### src/rtl/gal_olmc_bank_reg.sv
// Bank of GAL output logic macrocells. A serial fuse stream sets REGISTERED/INVERTED
// per cell, and the cells then drive the pins and the array feedback.
module gal_olmc_bank_reg #(
  parameter int N_OLMC = 8,
  parameter int CNT_W  = 5
) (
  input  logic              C,
  input  logic              AR_N,
  input  logic [N_OLMC-1:0] A,
  output logic [N_OLMC-1:0] Y,
  output logic [N_OLMC-1:0] FB,
  input  logic              CFG_START,
  input  logic              CFG_D,
  input  logic              CFG_VALID,
  output logic              CFG_READY,
  output logic              CFG_DONE
);

  localparam int SW = 2 * N_OLMC;
  localparam logic [CNT_W-1:0] LAST_IDX = CNT_W'(SW - 1);

  typedef enum logic [1:0] {
    S_IDLE,
    S_LOAD,
    S_APPLY,
    S_RUN
  } state_e;

  state_e            state_q, state_d;
  logic [CNT_W-1:0]  cnt_q, cnt_d;
  logic [SW-1:0]     shadow_q, shadow_d;
  logic [SW-1:0]     active_q, active_d;
  logic [N_OLMC-1:0] q_q, q_d;
  logic              ready_q, ready_d;
  logic              done_q, done_d;

  logic              xfer;
  logic              restart;
  logic [SW-1:0]     bit_mask;
  logic [N_OLMC-1:0] reg_mode;
  logic [N_OLMC-1:0] inv_mode;
  logic [N_OLMC-1:0] y_int;

  assign xfer    = CFG_VALID & ready_q;
  assign restart = CFG_START & (state_q != S_APPLY);

  // Even fuse bits select REGISTERED, odd bits select INVERTED.
  always_comb begin
    reg_mode = '0;
    inv_mode = '0;
    for (int i = 0; i < N_OLMC; i++) begin
      reg_mode[i] = active_q[2*i];
      inv_mode[i] = active_q[2*i+1];
    end
  end

  // NOTE: every signal gets a default before the case so no path leaves it unassigned (no latches).
  always_comb begin
    state_d  = state_q;
    cnt_d    = cnt_q;
    shadow_d = shadow_q;
    active_d = active_q;
    done_d   = done_q;
    q_d      = q_q;
    bit_mask = '0;

    if (restart) begin
      cnt_d    = '0;
      shadow_d = '0;
    end

    // A bit accepted alongside CFG_START lands at index 0 because cnt_d was just cleared.
    if (xfer) begin
      bit_mask = SW'(1) << cnt_d;
      shadow_d = CFG_D ? (shadow_d | bit_mask) : (shadow_d & ~bit_mask);
      cnt_d    = cnt_d + CNT_W'(1);
    end

    case (state_q)
      S_IDLE, S_RUN: begin
        if (restart || xfer) state_d = S_LOAD;
      end
      S_LOAD: begin
        if (xfer && !restart && (cnt_q == LAST_IDX)) begin
          state_d = S_APPLY;
          cnt_d   = '0;
        end
      end
      S_APPLY: begin
        active_d = shadow_q;
        done_d   = 1'b1;
        state_d  = S_RUN;
      end
      default: state_d = S_IDLE;
    endcase

    // The old configuration keeps running through a reload; APPLY starts from cleared cells.
    if (state_q == S_APPLY) begin
      q_d = '0;
    end else if (done_q) begin
      q_d = A & reg_mode;
    end
  end

  assign ready_d = (state_d != S_APPLY);

  // NOTE: state uses non-blocking assignments so every flop samples pre-edge values.
  always_ff @(posedge C or negedge AR_N) begin
    if (!AR_N) begin
      state_q  <= S_IDLE;
      cnt_q    <= '0;
      shadow_q <= '0;
      active_q <= '0;
      q_q      <= '0;
      ready_q  <= 1'b1;
      done_q   <= 1'b0;
    end else begin
      state_q  <= state_d;
      cnt_q    <= cnt_d;
      shadow_q <= shadow_d;
      active_q <= active_d;
      q_q      <= q_d;
      ready_q  <= ready_d;
      done_q   <= done_d;
    end
  end

  assign y_int = done_q ? (((reg_mode & q_q) | (~reg_mode & A)) ^ inv_mode) : '0;

  assign Y         = y_int;
  assign FB        = done_q ? ((reg_mode & q_q) | (~reg_mode & y_int)) : '0;
  assign CFG_READY = ready_q;
  assign CFG_DONE  = done_q;

endmodule

### config.mk
export PLATFORM = sky130hd
export DESIGN_NAME = gal_olmc_bank_reg
export DESIGN_NICKNAME = d
export VERILOG_FILES = /design/src/rtl/gal_olmc_bank_reg.sv
export SDC_FILE = /design/constraint.sdc
export NUM_CORES = 1
export LEC_CHECK = 0
export CELL_PAD_IN_SITES_DETAIL_PLACEMENT = 0
export CELL_PAD_IN_SITES_GLOBAL_PLACEMENT = 1
export CORE_MARGIN = 4
export CORE_UTILIZATION = 39
export CTS_CLUSTER_DIAMETER = 150
export DETAILED_ROUTE_END_ITERATION = 8
export PLACE_DENSITY = 0.75
export SYNTH_ARGS = -nofsm -noshare
export SYNTH_HDL_FRONTEND = slang
export SYNTH_SLANG_ARGS = --single-unit
### constraint.sdc
create_clock -name C -period 2.1 [get_ports C]
set_input_delay 0.315 -clock C [delete_from_list [all_inputs] [get_ports C]]
set_output_delay 0.315 -clock C [all_outputs]
set_load 0.02 [all_outputs]
Clock distribution:
(6 px per um)
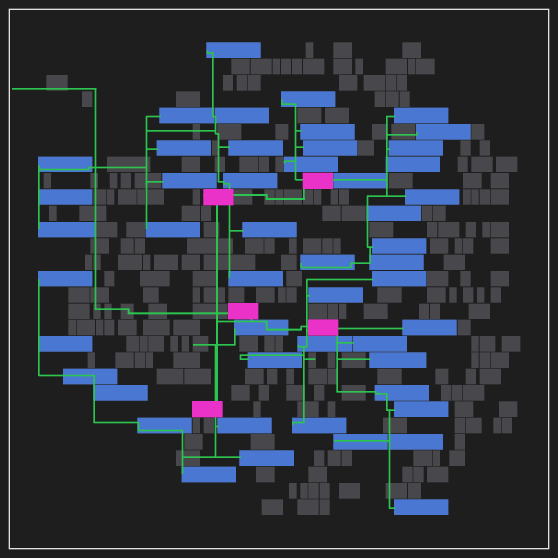
[flip-flops] blue | count: 49
[clock wires] green | length: 575 um
[clock-net drivers] magenta | count: 5
routed clock nets: 6

Logic cells by family:
(4 px per um)
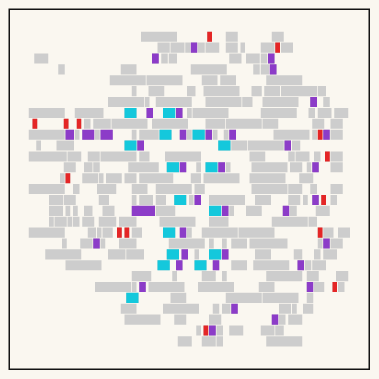
| family | colour | cells |
|---|---|---|
| aoi and oai cells | purple | 37 |
| non-inverting ao/oa cells | cyan | 16 |
| inv cells | red | 14 |

==> ds_physical_params.txt <==
Summary of implementation characteristics

Parameter                              Value

Power and ir drop
  Maximum vdd ir drop .................. 0.490 mV
  Largest Pwr Group .................. registers
  Total net switching power .................. 0.933 mW
  Pleak .................. 1.41 nW
  Power in sequential cells .................. approximately 1.1 mW
  Part of the total power dissipated in combinational logic .................. 36.3%
  Cell internal power dissipation .................. 1.67 mW

Drt
  Routed metal-1 wirelength .................. about 2.4 mm
  TritonRoute pass-1 iters .................. 4
  Via-to-Cell Ratio .................. about 4.9

Synthesis
  Yosys stat chip area .................. 2600 um^2
  Post-synth tally of flip-flops with integrated enable .................. 0
  Cell count in the Yosys report .................. between 200 and 300
  Yosys warning total .................. 0
  Seq/Total Area, Yosys .................. 47.2%
  Xor and xnor area share after synthesis .................. approximately 4.0%
  Most frequent cells after synthesis .................. sky130_fd_sc_hd__dfrtp_1, sky130_fd_sc_hd__nand2_1, sky130_fd_sc_hd__a21oi_1
  Synth unique cells .................. 39

Run status
  Result of the run .................. finished, final reports clean

GRT
  Met3 Use GR .................. 3.38%
  Overall routing resource usage .................. 13.1%
  Maximum number of pins on one net before global-route repair .................. 31
  Busiest layer in global routing .................. met2

Critical path
  Buf/Inv on CP .................. 1
  Worst setup path class .................. reg2out
  Largest fanout of any net on the critical path .................. 5
  Worst setup path endpoint .................. FB[4]

Floorplan
  Area of the die .................. 8040 um^2
  Row Count .................. 29
  Horizontal die dimension .................. 89.7 um

Timing
  Post-layout period usage .................. about 95%
  Setup-failing EPs final .................. 0
  Max Clk Rate .................. 0.503 GHz
  Number of endpoints with negative hold slack in the final report .................. 0

Layout
  Tally of filler cells in the layout .................. 613

Worst hold path
  Hold/Removal Path Class .................. in2async
area by class of cell:
| class | instances | area [um^2] | share of cell area (%) |
|---|---|---|---|
| multi-input combinational | 175 | 1240 | 40.1 |
| clock inverter | 1 | 7.51 | 0.243 |
| clock buffer | 7 | 76.3 | 2.47 |
| inverter | 14 | 52.6 | 1.70 |
| sequential | 49 | 1230 | 39.8 |
| tap | 77 | 96.3 | 3.12 |
| timing repair buffer | 44 | 388 | 12.6 |
what timing repair did:
action                                 4_1_cts  5_1_grt
endpoints found under the hold margin       19        0
setup endpoints to repair                   16       16
resized                                     16       11
hold buffers                                 1        0
buffers inserted                             0        3
gates cloned                                 0        0
pin swaps                                    0        2
Power and IR drop assume default switching activity.
